`src/rtl/fluid_level_monitor.sv`:
```
// Tank level monitor: samples a thermometer-coded float-sensor bank on a prescaled tick,
// debounces level/error, and raises FULL/EMPTY/ERROR/HIGH/LOW interrupts via IER/IFR.
module fluid_level_monitor #(
  parameter int SENSORS  = 8,
  parameter int CLK_DIV  = 10000000,
  parameter int DEBOUNCE = 3
) (
  input  logic               clk,
  input  logic               rst,
  input  logic [3:0]         wr_addr,
  input  logic               wr_en,
  input  logic [31:0]        wr_data,
  input  logic [3:0]         wr_strb,
  input  logic [3:0]         rd_addr,
  input  logic               rd_en,
  output logic [31:0]        rd_data,
  input  logic [SENSORS-1:0] sensor_in,
  output logic               irq
);

  localparam int LW = $clog2(SENSORS + 1);
  localparam int DW = $clog2(CLK_DIV);
  localparam int CW = (DEBOUNCE > 1) ? $clog2(DEBOUNCE) : 1;

  localparam int EV_FULL  = 0;
  localparam int EV_EMPTY = 1;
  localparam int EV_ERROR = 2;
  localparam int EV_HIGH  = 3;
  localparam int EV_LOW   = 4;

  typedef enum logic [1:0] {REG_LVL, REG_IER, REG_IFR, REG_THR} reg_e;

  typedef struct packed {
    logic [LW-1:0] lvl;
    logic          err;
  } sample_t;

  logic [SENSORS-1:0] r_sync1, r_sync2;
  logic [DW-1:0]      r_div;
  sample_t            r_cand;
  logic [CW-1:0]      r_cnt;
  logic [LW-1:0]      r_lvl;
  logic               r_err;
  logic [4:0]         r_evt;
  logic [4:0]         r_ier;
  logic [4:0]         r_ifr;
  logic [LW-1:0]      r_low;
  logic [LW-1:0]      r_high;

  logic               w_tick;
  sample_t            w_raw;
  logic [SENSORS-1:0] w_mask;
  logic               w_same;
  logic [CW-1:0]      w_cnt_next;
  logic               w_commit;
  logic [4:0]         w_evt;
  logic               w_wr_ier, w_wr_ifr, w_wr_thr;
  logic [4:0]         w_clr;
  logic               w_unused;

  assign w_tick = (r_div == '0);

  // NOTE: every always_comb output gets a default first so no path can infer a latch.
  always_comb begin
    w_raw  = '0;
    w_mask = '0;
    for (int i = 0; i < SENSORS; i++) begin
      if (r_sync2[i]) w_raw.lvl = LW'(i + 1);
    end
    for (int i = 0; i < SENSORS; i++) begin
      w_mask[i] = (LW'(i) < w_raw.lvl);
    end
    w_raw.err = (r_sync2 != w_mask);
  end

  assign w_same     = (w_raw == r_cand);
  assign w_cnt_next = (r_cnt == CW'(DEBOUNCE - 1)) ? r_cnt : r_cnt + 1'b1;
  // With DEBOUNCE=1 every tick commits the raw sample, matching or not.
  assign w_commit   = w_tick && ((DEBOUNCE == 1) || (w_same && (w_cnt_next == CW'(DEBOUNCE - 1))));

  always_comb begin
    w_evt           = '0;
    w_evt[EV_FULL]  = (w_raw.lvl == LW'(SENSORS)) && (r_lvl != LW'(SENSORS));
    w_evt[EV_EMPTY] = (w_raw.lvl == '0) && (r_lvl != '0);
    w_evt[EV_ERROR] = w_raw.err && !r_err;
    w_evt[EV_HIGH]  = (r_lvl <= r_high) && (w_raw.lvl > r_high);
    w_evt[EV_LOW]   = (r_lvl >= r_low) && (w_raw.lvl < r_low);
  end

  assign w_wr_ier = wr_en && (wr_addr[3:2] == REG_IER);
  assign w_wr_ifr = wr_en && (wr_addr[3:2] == REG_IFR);
  assign w_wr_thr = wr_en && (wr_addr[3:2] == REG_THR);
  assign w_clr    = (w_wr_ifr && wr_strb[0]) ? wr_data[4:0] : '0;

  // NOTE: sequential state uses non-blocking assignments so all registers update together.
  always_ff @(posedge clk) begin
    if (rst) begin
      r_sync1 <= '0;
      r_sync2 <= '0;
      r_div   <= DW'(CLK_DIV - 1);
      r_cand  <= '0;
      r_cnt   <= '0;
      r_lvl   <= '0;
      r_err   <= 1'b0;
      r_evt   <= '0;
      r_ier   <= '0;
      r_ifr   <= '0;
      r_low   <= '0;
      r_high  <= LW'(SENSORS);
    end else begin
      r_sync1 <= sensor_in;
      r_sync2 <= r_sync1;
      r_div   <= w_tick ? DW'(CLK_DIV - 1) : r_div - 1'b1;

      if (w_tick) begin
        if (!w_same) begin
          r_cand <= w_raw;
          r_cnt  <= '0;
        end else begin
          r_cnt  <= w_cnt_next;
        end
      end

      if (w_commit) begin
        r_lvl <= w_raw.lvl;
        r_err <= w_raw.err;
      end
      r_evt <= w_commit ? w_evt : '0;

      // A flag being raised wins over a W1C clear landing on the same clock.
      r_ifr <= (r_ifr & ~w_clr) | r_evt;

      if (w_wr_ier && wr_strb[0]) r_ier  <= wr_data[4:0];
      if (w_wr_thr && wr_strb[0]) r_low  <= wr_data[LW-1:0];
      if (w_wr_thr && wr_strb[1]) r_high <= wr_data[LW+7:8];
    end
  end

  always_comb begin
    rd_data = '0;
    if (rd_en) begin
      case (reg_e'(rd_addr[3:2]))
        REG_LVL: begin
          rd_data[LW-1:0] = r_lvl;
          rd_data[31]     = r_err;
        end
        REG_IER: rd_data[4:0] = r_ier;
        REG_IFR: rd_data[4:0] = r_ifr;
        REG_THR: begin
          rd_data[LW-1:0]  = r_low;
          rd_data[LW+7:8]  = r_high;
        end
        default: rd_data = '0;
      endcase
    end
  end

  assign irq = |(r_ifr & r_ier);

  assign w_unused = ^{wr_addr[1:0], rd_addr[1:0], wr_data, wr_strb[3:2]};

endmodule
```
`config.mk`:
```
export PLATFORM = sky130hd
export DESIGN_NAME = fluid_level_monitor
export DESIGN_NICKNAME = d
export VERILOG_FILES = /design/src/rtl/fluid_level_monitor.sv
export SDC_FILE = /design/constraint.sdc
export NUM_CORES = 1
export LEC_CHECK = 0
export CAP_MARGIN = 30
export CORE_MARGIN = 3
export CORE_UTILIZATION = 46
export DETAILED_ROUTE_END_ITERATION = 6
export GPL_TIMING_DRIVEN = 0
export PLACE_DENSITY = 0.84
export SYNTH_ARGS = -nofsm -noshare
export SYNTH_HDL_FRONTEND = slang
export SYNTH_SLANG_ARGS = --single-unit
```
`constraint.sdc`:
```
create_clock -name clk -period 2.4 [get_ports clk]
set_input_delay 0.48 -clock clk [delete_from_list [all_inputs] [get_ports clk]]
set_output_delay 0.48 -clock clk [all_outputs]
set_load 0.05 [all_outputs]
```
Figure 1. Selected gate families (run 1).
Drawn at 4 px/µm.
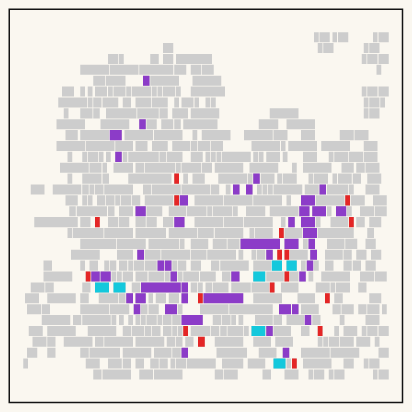
[inverting AOI/OAI gates] purple | cells: 47 | most used: a21oi_1
[inverters] red | cells: 17 | most used: inv_1
[AND-OR and OR-AND gates] cyan | cells: 7
Final Non-Filler Cells: 622
most used logic cell in the final layout: dfxtp_1

Figure 2. Routed metal per tile (run 1).
Drawn at 4 px/µm. 20 x 20 tiles, from white (low) to dark blue (high), scaled to the fullest tile. Values are wire area over tile area, all layers added.
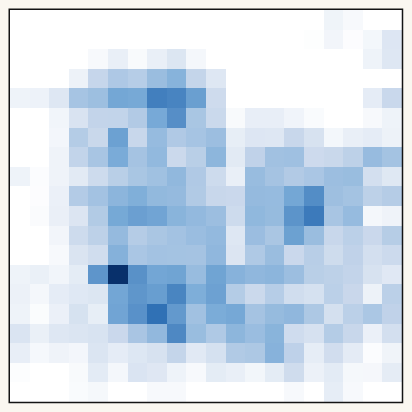
fullest tile: 0.76
mean over tiles: 0.16
emptiest ninth of the die: upper right
nearly empty tiles: 25%
DR vias: 3291
GR Util All Layers: 0.192
Routed WL: 9.20 mm
wire per inst: 14.8 µm

Figure 3. Clock distribution (run 1).
Drawn at 4 px/µm.
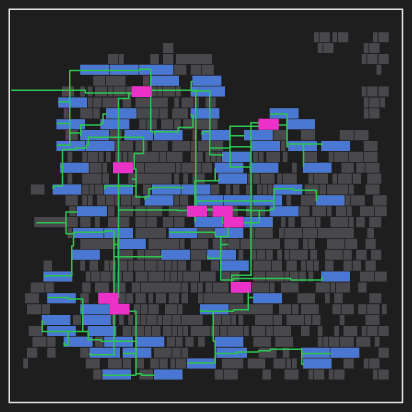
[clock wires] green | length: 908 µm
[flip-flops] blue | count: 75
[cells driving clock nets] magenta | count: 9
routed clock nets: 10

==> GITHUB_STEP_SUMMARY, run 1 <==
### Yosys + OpenROAD results

| Metric | Value |
|---|---|
| Crit path from | `r_div[15]` |
| Top reg by flops | `r_div` |
| Top_reg_cell synth | `dfxtp_1` |
| WHS Path Cells | `1` |
| Final hold violation count | `0` |
| MUX area fraction | `0.0473` |
| Final worst slack | `19.1 ps` |
| Period minus WS final | `2380 ps` |
| PortBufs | `37` |
| Hold buffers post-CTS | `0` |
| CP top delay family | `simple AND/OR/NAND/NOR gates` |
| Compound Share, Synth | `0.102` |
| Total CTS buffers | `9` |
| Status | `complete, no violations` |
| Worst setup EP type | `flop` |
| Post-detail-place hpwl | `6.13 mm` |
| RSZ-0062 raised after global routing | `true` |
| DR iter-0 viols | `174` |
| Synth Seq Share | `0.386` |
| Nets@finish | `595` |
| Total core area | `7970 µm²` |
| Area delta synth->final | `29.6%` |
| Vias in the first global route | `3240` |
| Worst R2R Start | `r_div[15]` |
==> run 1: per-layer routing <==
layer	vias to the layer above	wire, µm
li1	1621	-
met5	-	0
met4	0	150
met2	126	4610
met3	13	613
met1	1531	3830
==> run 1: cell type report <==
class / count / area, µm² / share of cell area
clock inverters: 4 / 98.8 / 0.0196
clock buffers: 10 / 138 / 0.0273
plain buffers: 32 / 234 / 0.0465
inverters: 17 / 65.1 / 0.0129
flip-flops and latches: 75 / 1520 / 0.301
multi-input cells: 324 / 2320 / 0.460
well taps: 102 / 128 / 0.0253
repair buffers: 58 / 541 / 0.107
==> run 1: through the flow <==
stage                     power [mW]  instance area [µm²]
final                           2.83                 5030
after global routing            2.93                 5030
after CTS                       2.82                 4880
after detailed placement        1.65                 4470
after global placement          1.64                 4470
after floorplan                 1.56                 3970
==> run 2, diff against run 1 <==
Settings changed: PLACE_DENSITY 0.84 to 0.81.
Figure 4. Congestion heat map (run 2).
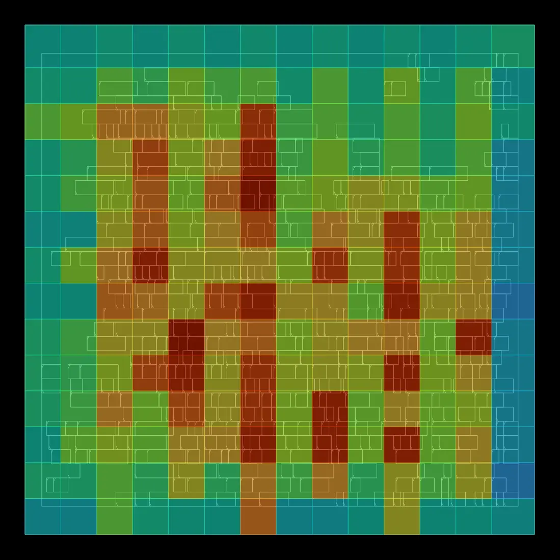
GR Util All Layers: 0.180
met1 global-route usage: 0.219
GR Layer Usage met2: 0.297
layer with the highest usage: met2
wire per inst: 14.0 µm

Figure 5. Routed metal per tile (run 2).
Drawn at 4 px/µm. 20 x 20 tiles, from white (low) to dark blue (high), scaled to the fullest tile. Values are wire area over tile area, all layers added.
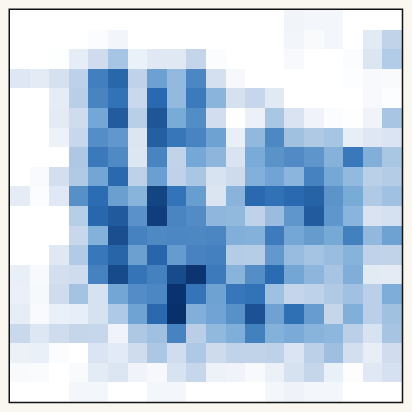
mean over tiles: 0.15
tiles over half the peak: 26%
densest ninth of the die: center
nearly empty tiles: 22%
emptiest ninth of the die: upper right
fullest tile: 0.49
DR vias: 3220
Routed WL: 8.61 mm

==> GITHUB_STEP_SUMMARY, run 2 <==
### Yosys + OpenROAD results

| Metric | Value |
|---|---|
| Status | `complete, no violations` |
| Yosys Instances | `428` |
| Synth cell count leaders | `75 x dfxtp_1, 50 x nor2_1, 35 x nand2_1, 22 x buf_4, 22 x ha_1` |
| Setup_tns | `0 ps` |
| Top reg by flops | `r_div` |
| Compound Share, Synth | `0.102 (unchanged)` |
| Sw Ratio | `0.271` |
| Worst setup EP type | `flop` |
| RSZ-0062 raised after global routing | `true` |
| Final instance area | `4880 µm² (-3.1%)` |
| Synth Seq Share | `0.386 (unchanged)` |
| Buf/Inv on CP | `1` |
| Top sig layer | `met4` |
| Final Non-Filler Cells | `616 (-0.96%)` |
| Final hold violation count | `0 (unchanged)` |
| Share of layout cells above drive strength 1 | `0.193` |
| Post-DRT Antenna Nets | `0` |
| Total CTS buffers | `9 (unchanged)` |
| Synthesis area per yosys | `3890 µm²` |
| Routed wl met3 | `565 µm (-7.8%)` |
| WHS Path Cells | `1 (unchanged)` |
| Sequential power | `1.28 mW` |
| Vias in the first global route | `3182 (-1.8%)` |
| Met2 Wirelength | `4.07 mm (-12%)` |
| DR iter-0 viols | `92 (-47%)` |
| Final worst slack | `41.7 ps (+22.6 ps)` |
| Comb area leader | `simple AND/OR/NAND/NOR gates` |
| Tool Warnings | `60` |
| Total power | `2.64 mW (-6.6%)` |
| DP Area | `4470 µm² (unchanged)` |
| Total core area | `7970 µm² (unchanged)` |
| Top_reg_cell synth | `dfxtp_1` |
| Hold buffers post-CTS | `0 (unchanged)` |
| Crit path from | `r_div[16]` |
| CP top delay family | `simple AND/OR/NAND/NOR gates` |
| MUX area fraction | `0.0473 (unchanged)` |
| Period minus WS final | `2360 ps (-22.6 ps)` |
| Nets@finish | `587 (-1.3%)` |
| Fin crit share | `0.983` |
| DRT met1 WL | `3.77 mm (-1.6%)` |
| Area delta synth->final | `25.6%` |
| Largest register FFs | `24` |
| PortBufs | `37 (unchanged)` |
| Worst R2R Start | `r_div[16]` |
| Post-detail-place hpwl | `5.94 mm (-3.1%)` |
| Most used logic cell in the final layout | `dfxtp_1` |
Figure 6. Selected gate families (run 2).
Drawn at 4 px/µm.
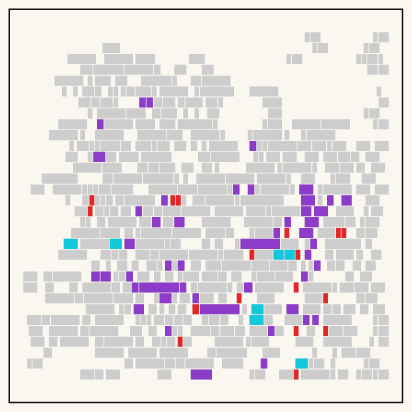
[inverters] red | cells: 17 | most used: inv_1
[inverting AOI/OAI gates] purple | cells: 47 | most used: a21oi_1
[AND-OR and OR-AND gates] cyan | cells: 7

-- run 2: netlist changes by cell type in the layout (fill, tap and decap cells not counted), moves of 2 or more --
cell	change
buf_4	-5
buf_6	-3
nor4_2	-2
bufinv_16	-2
nor2_2	+2
o21ai_1	-3
clkinvlp_4	+3
dfxtp_2	-2
clkbuf_1	+2
nor2_4	-2
nor4_1	+2
dfxtp_1	+3
o21ai_0	+3
-- run 2: cell type report --
cell class,instances,area [µm²],area share
clock inverters,5,61.3,0.0126
inverters,17,65.1,0.0133
multi-input cells,324,2290,0.470
well taps,102,128,0.0261
flip-flops and latches,75,1510,0.309
plain buffers,33,244,0.0500
clock buffers,11,141,0.0290
repair buffers,49,439,0.0900
Power and IR drop assume default switching activity.
